==> images/drive_strength.png <==
Bar = 20 µm.
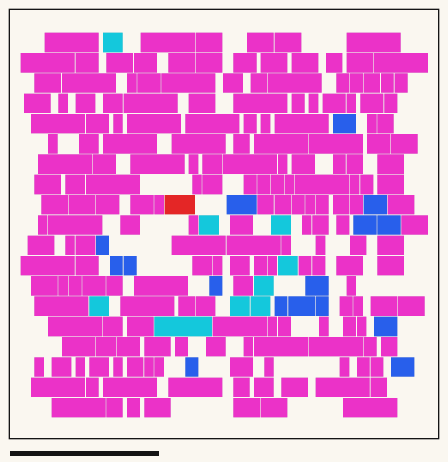
==> images/final_clocks.png <==
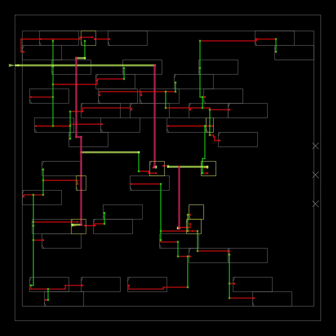
### config.mk
export PLATFORM = sky130hd
export DESIGN_NAME = serial_add_ctrl_flat
export DESIGN_NICKNAME = d
export VERILOG_FILES = /design/src/rtl/serial_add_ctrl_if.sv /design/src/rtl/serial_add_ctrl.sv /design/src/flat_wrapper.sv
export SDC_FILE = /design/constraint.sdc
export NUM_CORES = 1
export LEC_CHECK = 0
export CORE_UTILIZATION = 55
export DETAILED_ROUTE_END_ITERATION = 8
export GPL_TIMING_DRIVEN = 0
export PLACE_DENSITY = 0.79
export SLEW_MARGIN = 5
export SYNTH_ARGS = -nofsm -noshare
export SYNTH_HDL_FRONTEND = slang
export SYNTH_SLANG_ARGS = --single-unit
### constraint.sdc
create_clock -name clk -period 3.3 [get_ports clk]
set_clock_uncertainty 0.2 [all_clocks]
set_input_delay 0.66 -clock clk [delete_from_list [all_inputs] [get_ports clk]]
set_output_delay 0.66 -clock clk [all_outputs]
set_load 0.02 [all_outputs]
### src/rtl/serial_add_ctrl_if.sv
// Request/result bundle between a requesting datapath (master) and the
// bit-serial addition controller (slave).
interface serial_add_ctrl_if #(
    parameter int WIDTH = 8
);
    logic             start;
    logic [WIDTH-1:0] a;
    logic [WIDTH-1:0] b;
    logic             cin;
    logic             busy;
    logic             done;
    logic [WIDTH-1:0] sum;
    logic             cout;

    modport master (
        output start, a, b, cin,
        input  busy, done, sum, cout
    );

    modport slave (
        input  start, a, b, cin,
        output busy, done, sum, cout
    );
endinterface

### src/rtl/serial_add_ctrl.sv
// Bit-serial adder: feeds one shared 1-bit full adder LSB first, one bit per
// clock, and publishes {cout, sum} together with a single-cycle done pulse.
module full_adder (
    input  logic a,
    input  logic b,
    input  logic cin,
    output logic s,
    output logic cout
);
    assign s    = a ^ b ^ cin;
    assign cout = (a & b) | (cin & (a ^ b));
endmodule

module serial_add_ctrl #(
    parameter int WIDTH = 8
) (
    input  logic           clk,
    input  logic           rst,
    serial_add_ctrl_if.slave bus
);
    localparam int CNT_W = $clog2(WIDTH + 1);
    localparam logic [CNT_W-1:0] LAST_BIT = CNT_W'(WIDTH - 1);

    typedef enum logic [1:0] {
        IDLE = 2'd0,
        RUN  = 2'd1,
        DONE = 2'd2
    } state_t;

    state_t           state_reg, state_next;
    logic [WIDTH-1:0] a_sh_reg, a_sh_next;
    logic [WIDTH-1:0] b_sh_reg, b_sh_next;
    logic [WIDTH-1:0] sum_sh_reg, sum_sh_next;
    logic [WIDTH-1:0] sum_reg, sum_next;
    logic             carry_reg, carry_next;
    logic             cout_reg, cout_next;
    logic [CNT_W-1:0] cnt_reg, cnt_next;

    logic             fa_s;
    logic             fa_c;
    logic [WIDTH-1:0] sum_shifted;

    full_adder u_fa (
        .a    (a_sh_reg[0]),
        .b    (b_sh_reg[0]),
        .cin  (carry_reg),
        .s    (fa_s),
        .cout (fa_c)
    );

    // The new sum bit enters at the MSB so that after WIDTH shifts the LSB
    // computed first has reached bit 0.
    generate
        if (WIDTH == 1) begin : g_single
            assign sum_shifted = fa_s;
        end else begin : g_multi
            assign sum_shifted = {fa_s, sum_sh_reg[WIDTH-1:1]};
        end
    endgenerate

    always_comb begin
        state_next  = state_reg;
        a_sh_next   = a_sh_reg;
        b_sh_next   = b_sh_reg;
        sum_sh_next = sum_sh_reg;
        sum_next    = sum_reg;
        carry_next  = carry_reg;
        cout_next   = cout_reg;
        cnt_next    = cnt_reg;
        case (state_reg)
            IDLE: begin
                if (bus.start) begin
                    state_next  = RUN;
                    a_sh_next   = bus.a;
                    b_sh_next   = bus.b;
                    carry_next  = bus.cin;
                    cnt_next    = '0;
                    sum_sh_next = '0;
                    sum_next    = '0;
                    cout_next   = 1'b0;
                end
            end
            RUN: begin
                sum_sh_next = sum_shifted;
                carry_next  = fa_c;
                a_sh_next   = a_sh_reg >> 1;
                b_sh_next   = b_sh_reg >> 1;
                cnt_next    = cnt_reg + CNT_W'(1);
                if (cnt_reg == LAST_BIT) begin
                    state_next = DONE;
                    sum_next   = sum_shifted;
                    cout_next  = fa_c;
                end
            end
            DONE: begin
                state_next = IDLE;
            end
            default: begin
                state_next = IDLE;
            end
        endcase
    end

    always_ff @(posedge clk) begin
        if (rst) begin
            state_reg  <= IDLE;
            a_sh_reg   <= '0;
            b_sh_reg   <= '0;
            sum_sh_reg <= '0;
            sum_reg    <= '0;
            carry_reg  <= 1'b0;
            cout_reg   <= 1'b0;
            cnt_reg    <= '0;
        end else begin
            state_reg  <= state_next;
            a_sh_reg   <= a_sh_next;
            b_sh_reg   <= b_sh_next;
            sum_sh_reg <= sum_sh_next;
            sum_reg    <= sum_next;
            carry_reg  <= carry_next;
            cout_reg   <= cout_next;
            cnt_reg    <= cnt_next;
        end
    end

    assign bus.busy = (state_reg == RUN);
    assign bus.done = (state_reg == DONE);
    assign bus.sum  = sum_reg;
    assign bus.cout = cout_reg;
endmodule

### src/flat_wrapper.sv
// flat-port wrapper written by rule: the top's interface ports become plain ports
module serial_add_ctrl_flat 
#(
    parameter int WIDTH = 8
)
  (clk, rst, bus_start, bus_a, bus_b, bus_cin, bus_busy, bus_done, bus_sum, bus_cout);
  serial_add_ctrl_if #(.WIDTH(WIDTH)) bus_i ();
  input  logic clk;
  input  logic rst;
  input wire logic [$bits(bus_i.start)-1:0] bus_start;
  input wire logic [$bits(bus_i.a)-1:0] bus_a;
  input wire logic [$bits(bus_i.b)-1:0] bus_b;
  input wire logic [$bits(bus_i.cin)-1:0] bus_cin;
  output wire logic [$bits(bus_i.busy)-1:0] bus_busy;
  output wire logic [$bits(bus_i.done)-1:0] bus_done;
  output wire logic [$bits(bus_i.sum)-1:0] bus_sum;
  output wire logic [$bits(bus_i.cout)-1:0] bus_cout;
  assign bus_i.start = bus_start;
  assign bus_i.a = bus_a;
  assign bus_i.b = bus_b;
  assign bus_i.cin = bus_cin;
  assign bus_busy = bus_i.busy;
  assign bus_done = bus_i.done;
  assign bus_sum = bus_i.sum;
  assign bus_cout = bus_i.cout;
  serial_add_ctrl #(.WIDTH(WIDTH)) u_core (.clk(clk), .rst(rst), .bus(bus_i));
endmodule
==> impl_metrics.env <==
# implementation run metrics
export IMPL_status="finished, violations left"
export IMPL_failed_checks="design-rule violations"
export IMPL_drt_iter0_markers=64
export IMPL_fin_crit_sh_pct=88.4
export IMPL_numClockSinks=39
export IMPL_ys_cells=182
export IMPL_report_final_slew_viol_count=0
export IMPL_hpwlAfterDp_um=2730
export IMPL_layout_top_cells="dfxtp_1 (39), clkdlybuf4s50_1 (30), nor2_1 (25)"
export IMPL_postRouteAntennaNets=0
export IMPL_synth_seq_share_pct=46.3
export IMPL_rsz0062_at_grt="no"
export IMPL_cp_start_kind="flip-flop"
export IMPL_finalWeightedCongestion=0.812
export IMPL_slew_headroom_pct=65.1
export IMPL_yosys_cell_types_count=34
export IMPL_synth_flops=39
export IMPL_num_nonclk_buffers=44
export IMPL_pin_count=31
export IMPL_cts_setup_buffers=0
export IMPL_crit_start="u_core.state_reg[1]"
export IMPL_critPathMaxFanout=10
export IMPL_p_per_area_mw_per_mm2=420
export IMPL_top_cells_by_area="dfxtp_1 (46%), nor2_1 (5.6%), nand2b_1 (5.2%), a22o_1 (4.7%), a21oi_1 (4.4%)"
export IMPL_cts_tree="done"
export IMPL_die_area_mm2=0.00329
export IMPL_syn_inst=182
export IMPL_hold_buffers=0
export IMPL_dieHeight_um=57.4
export IMPL_worst_ep_required_time_ps=2440
export IMPL_leakagePower_uw=0.000794
export IMPL_use_met3_pct=5.90
export IMPL_path_class="flip-flop to primary output"
export IMPL_endpoint_kind="primary output"
export IMPL_min_period_ps=2920
export IMPL_core_area_mm2=0.00283
export IMPL_cp_slowest_stage_delay_ps=610
export IMPL_grt_max_degree=13
export IMPL_routedWlPerCell_um=15.0
export IMPL_wl_met2_um=1820
export IMPL_numPortBuffers=30
export IMPL_holdCritPathClass="flip-flop to flip-flop"
export IMPL_drt_pass1_iterations=6
export IMPL_fin_cells=251
export IMPL_wl_met1_um=1610
export IMPL_multi_input_comb_cells=125
export IMPL_grt_pass1_wl_um=6290
export IMPL_tightest_slew_ps=523
export IMPL_setup_viol=0
export IMPL_clk_share_pct=2.59
export IMPL_arrival_ps=2060
export IMPL_post_route_cells_drive_above_1_share_pct=11.8
export IMPL_dieWidth_um=57.4
export IMPL_tap_cells=31
export IMPL_combGateArea_um2=817
export IMPL_drc_errors=3
export IMPL_edf_count=0
export IMPL_worstSetupPathDepth=4
export IMPL_rrSetupSlack_ps=1590
export IMPL_vias=1460
export IMPL_highest_layer="met4"
export IMPL_clockBufferDepth=2
export IMPL_fin_nets=241
export IMPL_drv_cap=0
export IMPL_yosys_most_used_dff="dfxtp_1"
-- drive_strength.png (at the start) --
[drive 2] blue | cells: 16 | share: 7.3%
[drive 1 or less] magenta | cells: 194 | share: 88%
[drive 6 and up] red | cells: 1 | share: 0.45%
[drive 3 to 4] cyan | cells: 9 | share: 4.1%
area added between synthesis and finish: 23.3%
final setup margin: 384 ps
final instance area: 0.00208 mm²

-- final_clocks.png (at the start) --
clock buffer count in the final layout: 6
Clk Latency, worst-skew pair: 350 ps
Num CTS Buffers: 5
Seq cells: 39

## power breakdown
group,switching [µW],internal (µW),total [µW],leakage [µW]
registers,12.0,492,504,0.000319
clock network,157,82.2,239,0.0000282
logic,64.8,66.3,131,0.000447
## synth_stat cells, types with 3 or more instances
cell type and n:
buf_2 6, or3b_1 6, nand2b_1 14, nor3_1 12
inv_1 4, a22oi_1 9, clkbuf_1 3, or3b_2 7
dfxtp_1 39, a21oi_1 15, nor2_1 25, a22o_1 9
a211oi_1 3
## cells by family after synthesis
kind of cell             share of synthesized area (%)
multiplexers                                     0.593
AND/OR/NAND/NOR                                   26.7
buffers and inverters                             5.34
flip-flops                                        46.3
adder cells (fa/ha/maj)                           1.93
AND-OR/OR-AND                                     19.2
Power and IR drop assume default switching activity.
